==> run_1/registers.png <==
The bar under the picture is 20 um long. Other sequential cells in the stronger grey, the rest of the logic in the fainter grey.
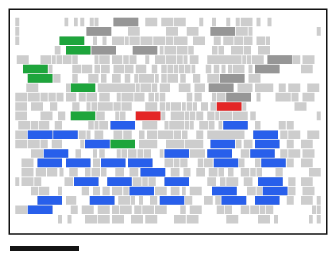
==> run_1/final_congestion.png <==
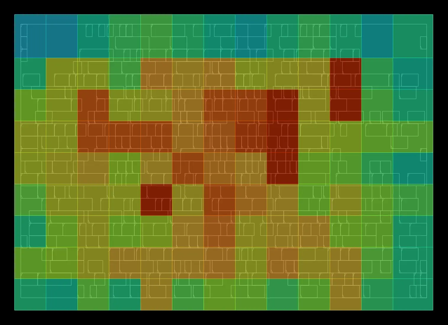
==> run_1/gate_families.png <==
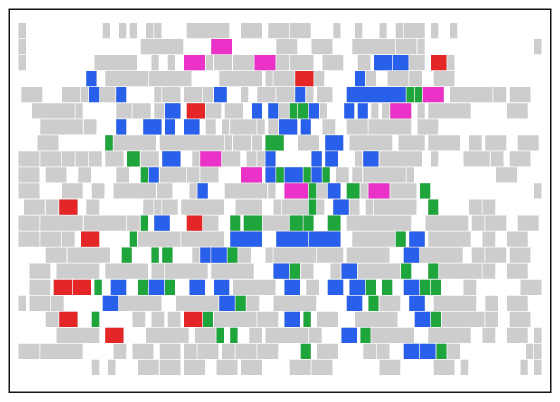
==> run_1/drive_strength.png <==
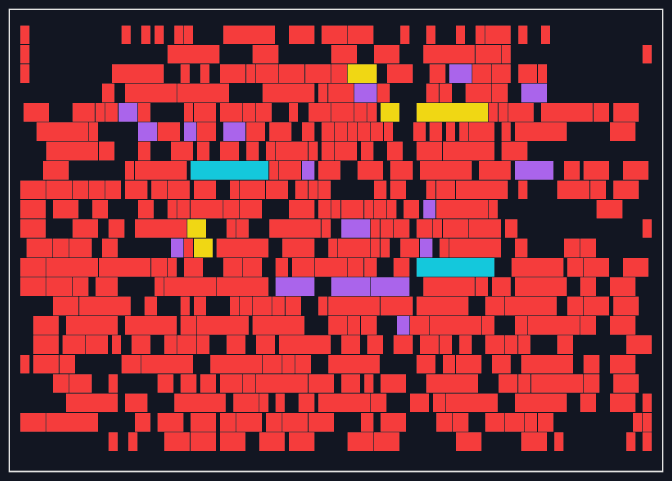
File: src/rtl/imem_loader_if.sv
// Byte-stream side and instruction-memory write side of the loader.
// Byte handshake: a byte transfers on a rising edge where byte_valid && byte_ready;
// byte_data must be stable while byte_valid is high, and byte_valid may drop at any time.
interface imem_loader_if;
    logic        start;
    logic [6:0]  word_count;
    logic        byte_valid;
    logic [7:0]  byte_data;
    logic        abort;
    logic        byte_ready;
    logic        load_we;
    logic [31:0] load_addr;
    logic [31:0] load_data;
    logic        busy;
    logic        cpu_hold;
    logic        done;
    logic        error;

    modport master (
        output start, word_count, byte_valid, byte_data, abort,
        input  byte_ready, load_we, load_addr, load_data, busy, cpu_hold, done, error
    );

    modport slave (
        input  start, word_count, byte_valid, byte_data, abort,
        output byte_ready, load_we, load_addr, load_data, busy, cpu_hold, done, error
    );
endinterface

File: src/rtl/imem_loader.sv
// Assembles a little-endian byte stream into 32-bit words and writes them to
// instruction memory from address 0 upward, holding the core while it does so.
module imem_loader #(
    parameter int DEPTH = 64
) (
    input  logic              clk,
    input  logic              reset,
    imem_loader_if.slave      bus,
    output logic [1:0]        dbg_state
);

    typedef enum logic [1:0] {
        IDLE  = 2'd0,
        RECV  = 2'd1,
        WRITE = 2'd2,
        DONE  = 2'd3
    } state_t;

    state_t      state_q, state_d;
    logic [6:0]  word_idx_q, word_idx_d;
    logic [6:0]  count_q, count_d;
    logic [1:0]  byte_idx_q, byte_idx_d;
    logic [31:0] asm_q, asm_d;
    logic        error_q, error_d;
    logic        start_ok;
    logic        busy;

    assign start_ok  = (bus.word_count != 7'd0) && ({25'd0, bus.word_count} <= 32'(DEPTH));
    assign dbg_state = state_q;

    always_comb begin
        state_d    = state_q;
        word_idx_d = word_idx_q;
        count_d    = count_q;
        byte_idx_d = byte_idx_q;
        asm_d      = asm_q;
        error_d    = 1'b0;
        case (state_q)
            IDLE: begin
                if (bus.start) begin
                    if (start_ok) begin
                        count_d    = bus.word_count;
                        word_idx_d = 7'd0;
                        byte_idx_d = 2'd0;
                        asm_d      = 32'd0;
                        state_d    = RECV;
                    end else begin
                        error_d = 1'b1;
                    end
                end
            end
            RECV: begin
                // abort outranks a byte arriving in the same cycle; the partial word is dropped
                if (bus.abort) begin
                    state_d = IDLE;
                end else if (bus.byte_valid) begin
                    asm_d[{byte_idx_q, 3'b000} +: 8] = bus.byte_data;
                    byte_idx_d = byte_idx_q + 2'd1;
                    if (byte_idx_q == 2'd3) begin
                        state_d = WRITE;
                    end
                end
            end
            WRITE: begin
                if (bus.abort) begin
                    state_d = IDLE;
                end else begin
                    word_idx_d = word_idx_q + 7'd1;
                    state_d    = (word_idx_q == count_q - 7'd1) ? DONE : RECV;
                end
            end
            DONE: begin
                state_d = IDLE;
            end
            default: begin
                state_d = IDLE;
            end
        endcase
    end

    always_ff @(posedge clk) begin
        if (reset) begin
            state_q    <= IDLE;
            word_idx_q <= 7'd0;
            count_q    <= 7'd0;
            byte_idx_q <= 2'd0;
            asm_q      <= 32'd0;
            error_q    <= 1'b0;
        end else begin
            state_q    <= state_d;
            word_idx_q <= word_idx_d;
            count_q    <= count_d;
            byte_idx_q <= byte_idx_d;
            asm_q      <= asm_d;
            error_q    <= error_d;
        end
    end

    // Outputs are forced quiet while reset is held, before the state register settles.
    always_comb begin
        busy           = 1'b0;
        bus.byte_ready = 1'b0;
        bus.load_we    = 1'b0;
        bus.load_addr  = 32'd0;
        bus.load_data  = 32'd0;
        bus.done       = 1'b0;
        bus.error      = 1'b0;
        if (!reset) begin
            busy           = (state_q == RECV) || (state_q == WRITE);
            bus.byte_ready = (state_q == RECV);
            bus.done       = (state_q == DONE);
            bus.error      = error_q;
            if (state_q == WRITE) begin
                bus.load_we   = !bus.abort;
                bus.load_addr = {23'd0, word_idx_q, 2'b00};
                bus.load_data = asm_q;
            end
        end
        bus.busy     = busy;
        bus.cpu_hold = busy;
    end

endmodule

File: src/flat_wrapper.sv
// flat-port wrapper written by rule: the top's interface ports become plain ports
module imem_loader_flat 
#(
    parameter int DEPTH = 64
)
  (clk, reset, dbg_state, bus_start, bus_word_count, bus_byte_valid, bus_byte_data, bus_abort, bus_byte_ready, bus_load_we, bus_load_addr, bus_load_data, bus_busy, bus_cpu_hold, bus_done, bus_error);
  imem_loader_if bus_i ();
  input  logic clk;
  input  logic reset;
  output logic [1:0] dbg_state;
  input wire logic [$bits(bus_i.start)-1:0] bus_start;
  input wire logic [$bits(bus_i.word_count)-1:0] bus_word_count;
  input wire logic [$bits(bus_i.byte_valid)-1:0] bus_byte_valid;
  input wire logic [$bits(bus_i.byte_data)-1:0] bus_byte_data;
  input wire logic [$bits(bus_i.abort)-1:0] bus_abort;
  output wire logic [$bits(bus_i.byte_ready)-1:0] bus_byte_ready;
  output wire logic [$bits(bus_i.load_we)-1:0] bus_load_we;
  output wire logic [$bits(bus_i.load_addr)-1:0] bus_load_addr;
  output wire logic [$bits(bus_i.load_data)-1:0] bus_load_data;
  output wire logic [$bits(bus_i.busy)-1:0] bus_busy;
  output wire logic [$bits(bus_i.cpu_hold)-1:0] bus_cpu_hold;
  output wire logic [$bits(bus_i.done)-1:0] bus_done;
  output wire logic [$bits(bus_i.error)-1:0] bus_error;
  assign bus_i.start = bus_start;
  assign bus_i.word_count = bus_word_count;
  assign bus_i.byte_valid = bus_byte_valid;
  assign bus_i.byte_data = bus_byte_data;
  assign bus_i.abort = bus_abort;
  assign bus_byte_ready = bus_i.byte_ready;
  assign bus_load_we = bus_i.load_we;
  assign bus_load_addr = bus_i.load_addr;
  assign bus_load_data = bus_i.load_data;
  assign bus_busy = bus_i.busy;
  assign bus_cpu_hold = bus_i.cpu_hold;
  assign bus_done = bus_i.done;
  assign bus_error = bus_i.error;
  imem_loader #(.DEPTH(DEPTH)) u_core (.clk(clk), .reset(reset), .bus(bus_i), .dbg_state(dbg_state));
endmodule
File: config.mk
export PLATFORM = sky130hd
export DESIGN_NAME = imem_loader_flat
export DESIGN_NICKNAME = d
export VERILOG_FILES = /design/src/rtl/imem_loader_if.sv /design/src/rtl/imem_loader.sv /design/src/flat_wrapper.sv
export SDC_FILE = /design/constraint.sdc
export NUM_CORES = 1
export LEC_CHECK = 0
export CORE_ASPECT_RATIO = 0.7
export CORE_UTILIZATION = 52
export CTS_BUF_LIST = sky130_fd_sc_hd__clkbuf_2
export CTS_CLUSTER_SIZE = 8
export DETAILED_ROUTE_END_ITERATION = 16
export MAX_ROUTING_LAYER = met4
export PLACE_DENSITY = 0.84
export SLEW_MARGIN = 20
export SYNTH_ARGS = -nofsm -noshare
export SYNTH_HDL_FRONTEND = slang
export SYNTH_SLANG_ARGS = --single-unit
File: constraint.sdc
create_clock -name clk -period 5.71 [get_ports clk]
set_input_delay 0.8565 -clock clk [delete_from_list [all_inputs] [get_ports clk]]
set_output_delay 0.8565 -clock clk [all_outputs]
set_load 0.01 [all_outputs]
==> PnR_summary.wiki, run 1 <==
== Metrics ==
{| class="wikitable"
! Metric !! Value
|-
| Most frequent cells after synthesis || dfxtp_1 (51), and3_1 (39), buf_4 (26), nand3_1 (25), o31ai_1 (24)
|-
| Flop2flop setup slack || 3.04 ns
|-
| Endpoints failing hold || 0
|-
| Yosys top cell by area || dfxtp_1
|-
| Result of the run || completed
|-
| Root buffer cell || clkbuf_2
|-
| Startpoint of the worst-slack reg-to-reg timing path || u_core.dbg_state[0]
|-
| Total tool warning count || 32
|-
| Highest net fanout along the worst path || between 40 and 50
|-
| Met2 WL post-DR || 3055 um
|-
| Non-filler cells in the finished layout || 473
|-
| Sequential area share after synthesis || between 30% and 40%
|-
| Wirelength, routed || 7029 um
|-
| Detailed-route DRC error count || 0
|-
| Nature of the critical path endpoint || output pin
|-
| Maximum vdd drop || 0.1036 mV
|-
| XOR/XNOR Area Share || 3.601%
|-
| Antenna diode instance count || 0
|-
| Total die size || approximately 5900 um2
|-
| Setup skew after layout || 0.02541 ns
|-
| Layer carrying the most global-route usage || met2
|-
| Fin. max-slew vios || 0
|-
| Placement Cell Area || 3502 um2
|-
| Routed vias/inst || 5.628
|-
| Via count of the first global-routing pass || 2363
|-
| Maximum number of pins on one net before global-route repair || 48
|-
| Commonest non-fill, non-tap cells in the layout || clkdlybuf4s50_1 (66), dfxtp_1 (51), and3_1 (39)
|-
| Worst slew pin tran || 0.7734 ns
|-
| Share of cell area taken by muxes after synthesis || 3.129%
|-
| Arrival @ worst endpoint || 2.70 ns
|-
| Share of final-layout standard cells stronger than drive strength 1 || 5.985%
|-
| Fraction of registers with async set/reset || 0%
|-
| Clock tree from TritonCTS || built
|-
| Post-synth tally of flip-flops with integrated enable || 0
|-
| Sinks on the clock net || 51
|-
| Hold Path Stages || 2
|-
| Share of Yosys cell area claimed by the top area cell type || 34.98%
|-
| CTS H-Tree Depth || 2
|-
| Register with the most flip-flops || u_core.asm_q
|-
| Fraction of the cycle the final worst path needs || 62.32%
|-
| Count of instances resized after the clock tree is built || 0
|-
| # port buffers || 66
|-
| GR Layer Usage met3 || between 3 and 4%
|-
| Hold bufs inserted after CTS || 0
|-
| Horizontal die size || 91.55 um
|-
| Hold Worst Slack || approximately 0.48 ns
|-
| Post-CTS Repair Setup Buffers || 0
|-
| Comb. cell area || 1688 um2
|-
| Count of fill cells added during filler insertion || approximately 430
|-
| Max-capacitance violation count || 0
|-
| R2R Path End || u_core.word_idx_q[6]
|-
| Met1 track demand over resource in global routing || 36.67%
|-
| Insertion delay of the later-clocked pin in the worst-skew pair || 0.43 ns
|-
| Total routed wire length on the met1 layer || 3502 um
|-
| Clock transition at the registers of the reported paths || 0.26 ns
|-
| Final ANT Viol Nets || 0
|-
| Placeable Area || around 5300 um2
|-
| Number of cells after detailed placement || 465
|-
| Most instantiated library cell after synthesis || dfxtp_1
|-
| DR iter-0 viols || 275
|-
| Worst slew margin relative to its limit || roughly half
|-
| Yosys synthesis chip area || 2919 um2
|-
| Setup total negative slack || 0 ns
|-
| Mean Syn Cell Area || 8.437 um2
|-
| Number of cells in the yosys synthesis report || 346
|-
| Number of nets in the layout || 430
|-
| Start point of the worst hold path || u_core.asm_q[28]
|-
| Dpl ws || roughly 2.0 ns
|-
| Worst R2R Path Depth || 7
|-
| Number of placed I/O pins || 92
|-
| Prevailing post-synth register cell || dfxtp_1
|-
| Min Tclk post-route || 3.558 ns
|-
| Post-synthesis cell area || 2919 um2
|-
| Fa+ha+maj area frac || 4.286%
|-
| Global-route wire length before repair || 11480 um
|-
| Core Util at FP || between 50% and 60%
|-
| WL/cell || 14.86 um
|-
| Total met3 wirelength after detailed routing || 440 um
|-
| Power per standard cell area || roughly 210 nW/um2
|-
| Global-route track usage on met2 || 36.94%
|-
| Synth area leaders || dfxtp_1 (35%), and3_1 (8.4%), buf_4 (6.7%), o31ai_1 (6.2%), ha_1 (4.3%)
|-
| Required time of the critical path || 4.85 ns
|-
| Post-synth regs || 51
|-
| Maximum buffer depth of the clock tree || 2
|-
| Post-Synthesis Cells || 346
|-
| Ys Warns || 0
|-
| GRT overflow || 0
|-
| Final Total Pwr || 0.7618 mW
|-
| Post-route setup slack || 2.152 ns
|-
| Setup CP Type || reg2out
|-
| Die span in y || 64.69 um
|-
| Number of library cell types mapped by synthesis || 51
|-
| Post-Synth AOI/OAI Area || 18.13%
|-
| Critical path endpoint || bus_load_we
|-
| Type of the tightest min-delay check || reg2reg
|-
| Number of flip-flops under the largest register name || 32
|-
| Total CTS buffers || 5
|-
| Max Clk Rate || 0.2810 GHz
|-
| Detailed-placement wirelength estimate || a little over 5000 um
|-
| Placer congestion estimate || approximately 0.9
|-
| Largest regs || u_core.asm_q (32), u_core.count_q (7), u_core.word_idx_q (7)
|-
| Leakage power figure || 1.447 nW
|-
| Number of rows created at floorplan || 22
|-
| Unrepaired setup endpoints after global routing || false
|-
| Number of optimization iterations in the first detailed-route pass || 5
|-
| Initial antenna violation count || 0
|-
| Largest family of logic cells by area || simple AND/OR/NAND/NOR gates
|-
| Hold EP || u_core.asm_q[28]
|-
| Count of final setup violators || 0
|-
| Total via count after detailed routing || around 2700
|-
| Launching element of the worst setup path || u_core.dbg_state[0]
|-
| Post-synthesis share of cell area spent on and, or, nand and nor gates || 24.73%
|-
| Crit start category || flop
|-
| Uppermost metal layer occupied by signal nets || met4
|}
Notes on registers.png above:
legend:
  u_core.byte_idx_q:
    colour: red
    sequential_cells: 2
  u_core.word_idx_q:
    colour: green
    sequential_cells: 7
  u_core.asm_q:
    colour: blue
    sequential_cells: 32
FF+latch area: 1021 um2
power consumed by sequential cells: 0.371 mW
sequential share of cell area: 28.25%

Notes on final_congestion.png above:
Finished Core Util: 68.02%
total global-route track usage: 24.95%

Notes on gate_families.png above:
legend:
  AND-OR and OR-AND gates:
    colour: red
    cells: 11
    most_used: a22o_1
  inverting AOI/OAI gates:
    colour: blue
    cells: 61
    most_used: o31ai_1
  NAND gates:
    colour: green
    cells: 49
    most_used: nand3_1
  multiplexers:
    colour: magenta
    cells: 9
    most_used: mux2i_1
combinational fraction of the cell area: 46.71%
most frequently placed logic cell in the final layout: clkdlybuf4s50_1

Notes on drive_strength.png above:
legend:
  drive 1 or less:
    colour: red
    cells: 377
    most_used: clkdlybuf4s50_1
  drive 6 and up:
    colour: cyan
    cells: 2
    most_used: bufinv_16
  drive 3 to 4:
    colour: yellow
    cells: 5
    most_used: buf_4
  drive 2:
    colour: purple
    cells: 17
    most_used: clkbuf_2
area growth from synthesis to final layout: 23.79%
summed area of non-filler cells in the final layout: 3613 um2
number of signal-net buffers in the layout: 69

## run 1: power breakdown
| group | switching (mW) | total (mW) | internal, mW |
|---|---|---|---|
| registers | 0.00692 | 0.371 | 0.364 |
| clock network | 0.115 | 0.234 | 0.120 |
| logic | 0.102 | 0.156 | 0.0545 |
## run 1: final cells by class
type	count	share of cell area [%]
multi-input combinational	262	46.71
sequential	51	28.25
timing repair buffer	69	18.91
tap	72	2.493
clock inverter	2	1.662
inverter	11	1.143
clock buffer	6	0.8310
## run 1: critical path, cell delays in order (launching register included)
cell and delay (ns):
dfxtp_1 0.40, inv_1 0.12, ha_2 0.58, inv_1 0.24
nor3_1 0.32, clkdlybuf4s50_1 0.60
==> inputs of run 2 (changes only) <==
--- a/config.mk
+++ b/config.mk
@@ -6,12 +6,12 @@
 export NUM_CORES = 1
 export LEC_CHECK = 0
 export CORE_ASPECT_RATIO = 0.7
-export CORE_UTILIZATION = 52
+export CORE_UTILIZATION = 48
 export CTS_BUF_LIST = sky130_fd_sc_hd__clkbuf_2
 export CTS_CLUSTER_SIZE = 8
 export DETAILED_ROUTE_END_ITERATION = 16
 export MAX_ROUTING_LAYER = met4
-export PLACE_DENSITY = 0.84
+export PLACE_DENSITY = 0.78
 export SLEW_MARGIN = 20
 export SYNTH_ARGS = -nofsm -noshare
 export SYNTH_HDL_FRONTEND = slang
==> constraint.sdc (replaced) <==
create_clock -name clk -period 3.3 [get_ports clk]
set_input_delay 0.495 -clock clk [delete_from_list [all_inputs] [get_ports clk]]
set_output_delay 0.495 -clock clk [all_outputs]
set_load 0.01 [all_outputs]
==> PnR_summary.wiki, run 2 <==
== Metrics ==
{| class="wikitable"
! Metric !! Value
|-
| Number of optimization iterations in the first detailed-route pass || 5
|-
| Routed vias/inst || 5.553
|-
| Fa+ha+maj area frac || between 4 and 5%
|-
| Yosys synthesis chip area || 2919 um2
|-
| Instance count on the critical path || 5
|-
| Delay of the slowest critical-path stage || ~0.6 ns
|-
| Flop2flop setup slack || between 0.9 and 1 ns
|-
| Number of placed I/O pins || 92
|-
| Root buffer cell || clkbuf_2
|-
| Worst slew pin tran || 0.5699 ns
|-
| Crit start category || flop
|-
| Detailed-route DRC error count || 0
|-
| Area growth from synthesis to final layout || 24.26%
|-
| Number of flip-flops under the largest register name || 32
|-
| Critical path endpoint || bus_load_we
|-
| CP max-delay cell || clkdlybuf4s50_1
|-
| Dominant cell type by count on the critical path || inv_1
|-
| Setup total negative slack || 0 ns
|-
| WL/cell || 15.14 um
|-
| Most frequent cells after synthesis || dfxtp_1 (51), and3_1 (39), buf_4 (26), nand3_1 (25), o31ai_1 (24)
|-
| Number of signal-net buffers in the layout || 74
|-
| # port buffers || approximately 66
|-
| Comb. cell area || 1669 um2
|-
| Total routed wire length on the met1 layer || roughly 3700 um
|-
| Setup CP Type || reg2out
|-
| Final Total Pwr || 1.259 mW
|-
| Uppermost metal layer occupied by signal nets || met4
|-
| Startpoint of the worst-slack reg-to-reg timing path || u_core.dbg_state[0]
|-
| Mean Syn Cell Area || 8.437 um2
|-
| Count of instances resized after the clock tree is built || 0
|-
| Clock tree from TritonCTS || built
|-
| Antenna diode instance count || 0
|-
| Wirelength, routed || 7283 um
|-
| Setup skew after layout || 0.02785 ns
|-
| Share of final-layout standard cells stronger than drive strength 1 || 6.404%
|-
| Number of cells after detailed placement || 473
|-
| Share of Yosys cell area claimed by the top area cell type || 34.98%
|-
| Cell type group with the largest total delay on the critical path || buffers and inverters
|-
| Post-CTS Repair Setup Buffers || 0
|-
| Worst slew margin relative to its limit || roughly three fifths
|-
| Multi-input gate count || about 260
|-
| R2R Path End || u_core.word_idx_q[6]
|-
| Fraction of the cycle the final worst path needs || between 80% and 90%
|-
| DR iter-0 viols || 192
|-
| Share of cell area taken by muxes after synthesis || under 10%
|-
| GR Layer Usage met3 || 3.378%
|-
| # clk buffers || 5
|-
| Number of cells in the yosys synthesis report || 346
|-
| Total tool warning count || 32
|-
| Min Tclk post-route || 2.897 ns
|-
| Type of the tightest min-delay check || reg2reg
|-
| FF+latch area || 1021 um2
|-
| Launching element of the worst setup path || u_core.dbg_state[0]
|-
| Endpoints failing hold || 0
|-
| Fraction of registers with async set/reset || 0%
|-
| Total via count after detailed routing || 2671
|-
| Arrival @ worst endpoint || 2.40 ns
|-
| Total met3 wirelength after detailed routing || 555 um
|-
| Post-route setup slack || 0.4030 ns
|-
| Largest family of logic cells by area || simple AND/OR/NAND/NOR gates
|-
| Result of the run || completed
|-
| GRT overflow || 0
|-
| Met2 WL post-DR || around 3000 um
|-
| Maximum number of pins on one net before global-route repair || 71
|-
| Ys Warns || 0
|-
| Global-route track usage on met2 || roughly 30%
|-
| Initial antenna violation count || 0
|-
| Final-layout clock-cell area share || 1.897%
|-
| Total CTS buffers || 5
|-
| Unrepaired setup endpoints after global routing || false
|-
| Core Util at FP || 50.47%
|-
| XOR/XNOR Area Share || 3.601%
|-
| Leakage power figure || 1.464 nW
|-
| Horizontal die size || 95.21 um
|-
| Fin. max-slew vios || 0
|-
| Required time of the critical path || 2.80 ns
|-
| Hold Worst Slack || 0.4840 ns
|-
| Power per standard cell area || about 350 nW/um2
|-
| Largest regs || u_core.asm_q (32), u_core.count_q (7), u_core.word_idx_q (7)
|-
| Number of rows created at floorplan || 23
|-
| Post-Synthesis Cells || 346
|-
| Nature of the critical path endpoint || output pin
|-
| CTS H-Tree Depth || 2
|-
| Placer congestion estimate || 0.8807
|-
| Summed area of non-filler cells in the final layout || 3627 um2
|-
| Total number of sequential cells || 51
|-
| Post-Synth AOI/OAI Area || 18.13%
|-
| Final ANT Viol Nets || 0
|-
| Die span in y || approximately 67 um
|-
| Total global-route track usage || 23.80%
|-
| Layer carrying the most global-route usage || met1
|-
| Final non-clock buffer share || 20.21%
|-
| Synth area leaders || dfxtp_1 (35%), and3_1 (8.4%), buf_4 (6.7%), o31ai_1 (6.2%), ha_1 (4.3%)
|-
| Count of fill cells added during filler insertion || 517
|-
| Maximum vdd drop || 0.1344 mV
|-
| Largest cell class by area || combinational gates
|-
| Most frequently placed logic cell in the final layout || clkdlybuf4s50_1
|-
| Count of final setup violators || 0
|-
| Placeable Area || 5784 um2
|-
| Register with the most flip-flops || u_core.asm_q
|-
| Non-clock inverter instance count of the final layout || 11
|-
| Most instantiated library cell after synthesis || dfxtp_1
|-
| Global-route wire length before repair || 11340 um
|-
| Hold bufs inserted after CTS || 0
|-
| Detailed-placement wirelength estimate || around 5200 um
|-
| Max Clk Rate || 0.3452 GHz
|-
| Sinks on the clock net || 51
|-
| Prevailing post-synth register cell || dfxtp_1
|-
| Post-synth tally of flip-flops with integrated enable || 0
|-
| Total die size || 6402 um2
|-
| Number of library cell types mapped by synthesis || 51
|}
[run 2: worst min path at each step]
stage | start | depth (start not counted) | endpoint | slack (ns)
floorplan | u_core.asm_q[0] | 1 | u_core.asm_q[0] | 0.43
global placement | u_core.asm_q[19] | 2 | u_core.asm_q[19] | 0.45
detailed placement | u_core.asm_q[5] | 1 | u_core.asm_q[5] | 0.45
CTS | u_core.asm_q[19] | 2 | u_core.asm_q[19] | 0.49
global route | u_core.asm_q[26] | 2 | u_core.asm_q[26] | 0.50
finish | u_core.asm_q[19] | 2 | u_core.asm_q[19] | 0.48
[run 2: power by group]
group          switching [mW]  internal (mW)  total, mW
sequential             0.0123          0.630      0.643
clock                   0.204          0.128      0.332
combinational           0.179          0.105      0.284
total                   0.395          0.864       1.26
==> run_2/gate_families.png <==
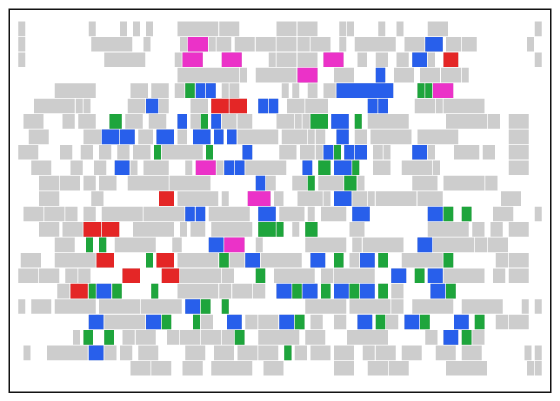
legend:
  inverting AOI/OAI gates:
    colour: blue
    cells: 61
    most_used: o31ai_1
  multiplexers:
    colour: magenta
    cells: 9
    most_used: mux2i_1
    where: north
  NAND gates:
    colour: green
    cells: 49
    most_used: nand3_1
  AND-OR and OR-AND gates:
    colour: red
    cells: 11
    most_used: a22o_1
combinational fraction of the cell area: 46.02%
non-filler cells in the finished layout: 481

==> run_2/registers.png <==
The bar under the picture is 20 um long. Other sequential cells in the stronger grey, the rest of the logic in the fainter grey.
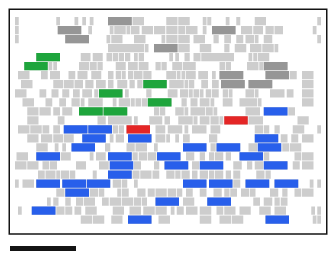
legend:
  u_core.byte_idx_q:
    colour: red
    sequential_cells: 2
  u_core.asm_q:
    colour: blue
    sequential_cells: 32
  u_core.word_idx_q:
    colour: green
    sequential_cells: 7
not coloured: 10
Finished Core Util: 62.71%
sequential share of cell area: 28.15%
power consumed by sequential cells: 0.643 mW

==> inputs of run 3 (changes only) <==
--- a/config.mk
+++ b/config.mk
@@ -6,12 +6,12 @@
 export NUM_CORES = 1
 export LEC_CHECK = 0
 export CORE_ASPECT_RATIO = 0.7
-export CORE_UTILIZATION = 48
+export CORE_UTILIZATION = 44
 export CTS_BUF_LIST = sky130_fd_sc_hd__clkbuf_2
 export CTS_CLUSTER_SIZE = 8
 export DETAILED_ROUTE_END_ITERATION = 16
 export MAX_ROUTING_LAYER = met4
-export PLACE_DENSITY = 0.78
+export PLACE_DENSITY = 0.75
 export SLEW_MARGIN = 20
 export SYNTH_ARGS = -nofsm -noshare
 export SYNTH_HDL_FRONTEND = slang
==> constraint.sdc (replaced) <==
create_clock -name clk -period 2.5 [get_ports clk]
set_input_delay 0.375 -clock clk [delete_from_list [all_inputs] [get_ports clk]]
set_output_delay 0.375 -clock clk [all_outputs]
set_load 0.01 [all_outputs]
==> PnR_summary.wiki, run 3 <==
== Metrics ==
{| class="wikitable"
! Metric !! Value
|-
| Result of the run || completed
|-
| Number of nets in the layout || between 400 and 500
|-
| Met1 track demand over resource in global routing || 31.91%
|-
| Cell internal pwr || 1.166 mW
|-
| Fin. max-slew vios || 0
|-
| Max-capacitance violation count || 0
|-
| GRT overflow || 0
|-
| Clock tree from TritonCTS || built
|-
| Area growth from synthesis to final layout || 29.19%
|-
| Prevailing post-synth register cell || dfxtp_1
|-
| Setup skew after layout || around 0.024 ns
|-
| XOR/XNOR Area Share || 3.601%
|-
| Placement Cell Area || 3687 um2
|-
| Nature of the critical path endpoint || output pin
|-
| DR iter-0 viols || 156
|-
| Synth area leaders || dfxtp_1 (35%), and3_1 (8.4%), buf_4 (6.7%), o31ai_1 (6.2%), ha_1 (4.3%)
|-
| Total die size || 6969 um2
|-
| Arrival @ worst endpoint || slightly below 2 ns
|-
| Post-route setup slack || 0.1310 ns
|-
| Largest family of logic cells by area || simple AND/OR/NAND/NOR gates
|-
| Dpl ws || -0.2388 ns
|-
| Share of cell area taken by muxes after synthesis || 3.129%
|-
| Min Tclk post-route || 2.369 ns
|-
| Sw Share || 30.25%
|-
| Post-synth regs || ~51
|-
| Share of Yosys cell area claimed by the top area cell type || 34.98%
|-
| Placeable Area || around 6300 um2
|-
| Group drawing the most power || sequential cells
|-
| Comb. cell area || approximately 1700 um2
|-
| Hold bufs inserted after CTS || 0
|-
| Core Util at FP || 46.29%
|-
| Flop pwr share || 50.7%
|-
| GR Layer Usage met3 || about 4.2%
|-
| Setup total negative slack || 0 ns
|-
| Type of the tightest min-delay check || reg2reg
|-
| Commonest non-fill, non-tap cells in the layout || clkdlybuf4s50_1 (64), dfxtp_1 (49), and3_1 (39)
|-
| Register with the most flip-flops || u_core.asm_q
|-
| Delay of the slowest critical-path stage || 0.48 ns
|-
| Dominant cell type by count on the critical path || clkdlybuf4s50_1
|-
| Number of rows created at floorplan || 24
|-
| Max Clk Rate || 0.4221 GHz
|-
| Post-synth tally of flip-flops with integrated enable || 0
|-
| Total global-route track usage || between 20% and 30%
|-
| CP max-delay cell || clkdlybuf4s50_1
|-
| Flop2flop setup slack || 0.38 ns
|-
| Global-route wire length before repair || 12120 um
|-
| Clock group power || 0.415 mW
|-
| Detailed-placement wirelength estimate || 5627 um
|-
| Total tool warning count || 32
|-
| Comb. pwr || slightly above 0.4 mW
|-
| Detailed-route DRC error count || 0
|-
| Count of fill cells added during filler insertion || 573
|-
| Post-CTS Repair Setup Buffers || 0
|-
| Most instantiated library cell after synthesis || dfxtp_1
|-
| Leakage power figure || about 1.6 nW
|-
| Post-synthesis cell area || 2919 um2
|-
| Post-synthesis share of cell area spent on and, or, nand and nor gates || 24.73%
|-
| Fa+ha+maj area frac || between 4 and 5%
|-
| Fraction of the cycle the final worst path needs || a little over nine tenths
|-
| Combinational fraction of design power || 24.5%
|-
| Maximum vdd drop || 0.2363 mV
|-
| Crit start category || primary input
|-
| FF+latch area || 1023 um2
|-
| Worst slew pin tran || 0.7703 ns
|-
| Maximum buffer depth of the clock tree || 2
|-
| Yosys top cell by area || dfxtp_1
|-
| Number of library cell types mapped by synthesis || 51
|-
| Most frequently placed logic cell in the final layout || clkdlybuf4s50_1
|-
| Critical path cell sequence || clkdlybuf4s50_1 > clkinv_1 > buf_12 > and3_1 > clkdlybuf4s50_1
|-
| CTS H-Tree Depth || 2
|-
| Power consumed by sequential cells || roughly 0.85 mW
|-
| Global-route track usage on met2 || 31.56%
|-
| Switching power || between 0.5 and 0.6 mW
|-
| Number of cells after detailed placement || 493
|-
| WL/cell || 14.99 um
|-
| Routed vias/inst || roughly 5.6
|-
| Antenna diode instance count || 0
|-
| Number of optimization iterations in the first detailed-route pass || 5
|-
| Die span in y || 70.15 um
|-
| Highest net fanout along the worst path || ~60
|-
| Number of cells in the yosys synthesis report || 346
|-
| Required time of the critical path || roughly 2.1 ns
|-
| Total CTS buffers || 5
|-
| Cell type group with the largest total delay on the critical path || buffers and inverters
|-
| Final ANT Viol Nets || 0
|-
| Yosys synthesis chip area || 2919 um2
|-
| Power per standard cell area || 443.1 nW/um2
|-
| Clock transition at the registers of the reported paths || between 0.2 and 0.25 ns
|-
| Setup CP Type || in2out
|-
| Placer congestion estimate || 0.9280
|-
| Root buffer cell || clkbuf_2
|-
| Most frequent cells after synthesis || dfxtp_1 (51), and3_1 (39), buf_4 (26), nand3_1 (25), o31ai_1 (24)
|-
| Critical path buffer and inverter count || 4
|-
| Count of final setup violators || 0
|-
| Post-Synth AOI/OAI Area || 18.13%
|-
| Ys Warns || 0
|-
| Number of placed I/O pins || 92
|-
| Via count of the first global-routing pass || 2543
|-
| Unrepaired setup endpoints after global routing || false
|-
| Layer carrying the most global-route usage || met1
|-
| Mean Syn Cell Area || 8.437 um2
|-
| Fraction of registers with async set/reset || 0%
|-
| Sequential area share after synthesis || 34.98%
|-
| # port buffers || 66
|-
| Initial antenna violation count || 0
|-
| Horizontal die size || 99.35 um
|-
| Clock power frac || 24.8%
|-
| Number of flip-flops under the largest register name || 32
|-
| Insertion delay of the later-clocked pin in the worst-skew pair || ~0.43 ns
|-
| Worst slew margin relative to its limit || 48.37%
|-
| Largest regs || u_core.asm_q (32), u_core.count_q (7), u_core.word_idx_q (7)
|-
| Sinks on the clock net || 51
|-
| Share of final-layout standard cells stronger than drive strength 1 || 10.66%
|-
| Final Total Pwr || 1.671 mW
|-
| Endpoints failing hold || 0
|-
| Post-Synthesis Cells || between 300 and 400
|-
| Hold Worst Slack || 0.4826 ns
|-
| Summed area of non-filler cells in the final layout || 3771 um2
|-
| Maximum number of pins on one net before global-route repair || slightly above 60
|-
| Finished Core Util || 59.80%
|}
## run 3: worst paths after layout
kind / start / to / depth (start not counted)
max: reset / bus_load_data[3] / 5
min: u_core.asm_q[28] / u_core.asm_q[28] / 2
max reg2reg: u_core.dbg_state[1] / u_core.asm_q[5] / 8
min reg2reg: u_core.asm_q[28] / u_core.asm_q[28] / 2
## run 3: repair_timing
item                       4_1_cts  5_1_grt
setup endpoints to repair        5       39
gates cloned                     0        0
resized                          3        6
## run 3: final cells by class
type	instances	share of cell area, %
timing repair buffer	91	23.06
multi-input combinational	262	44.53
clock inverter	1	0.7963
sequential	51	27.14
tap	78	2.588
clock buffer	6	0.7963
inverter	11	1.095
## run 3: layer usage
metal  share of wire (%)  vias up
li1                    -     1363
met5                   0        -
met3                 6.8       14
met1                  49     1311
met4                 1.7        0
met2                  42      116
==> run_3/gate_families.png <==
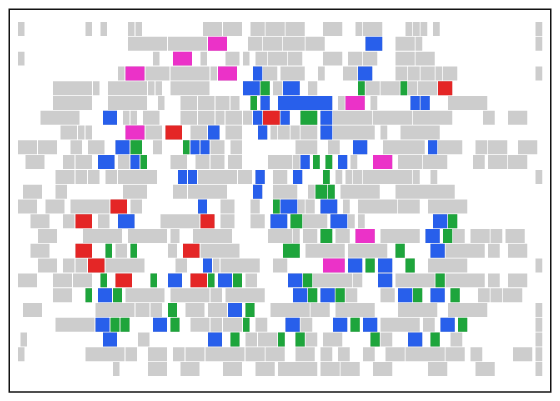
legend:
  multiplexers:
    colour: magenta
    cells: 9
    most_used: mux2i_1
  inverting AOI/OAI gates:
    colour: blue
    cells: 61
    most_used: o31ai_1
  NAND gates:
    colour: green
    cells: 49
    most_used: nand3_1
  AND-OR and OR-AND gates:
    colour: red
    cells: 11
    most_used: a22o_1
combinational fraction of the cell area: 44.53%
non-filler cells in the finished layout: 500

==> run_3/met4.png <==
The bar under the picture is 20 um long.
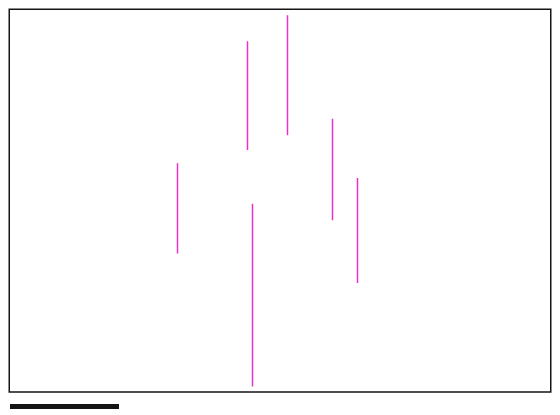
nets with wire on the layer: 5
wire length on this layer: 129 um
longest straight run: 33.3 um
total via count after detailed routing: 2804
wirelength, routed: 7496 um


## Gallery

Routed metal, one colour a layer.
Only two layers are drawn.
picture 1
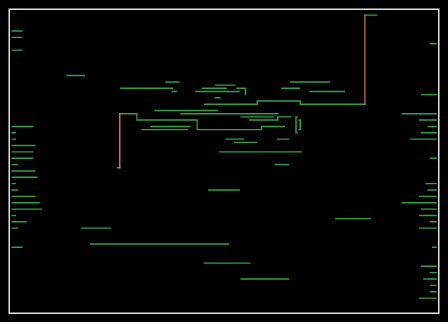
picture 2
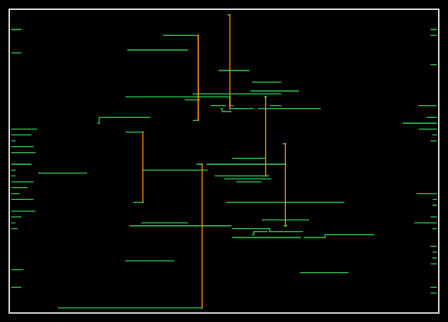
picture 3
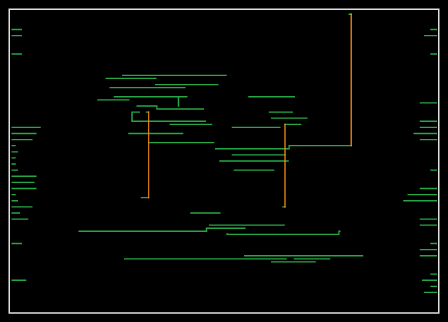
For run 2, see picture 3.
For run 3, see picture 2.
For run 1, see picture 1.

Key to picture 3:
legend:
  met4:
    colour: orange
    wire_length: 66.6 um
  met3:
    colour: green
    wire_length: 556 um

Power is estimated from default activity; no workload was simulated.
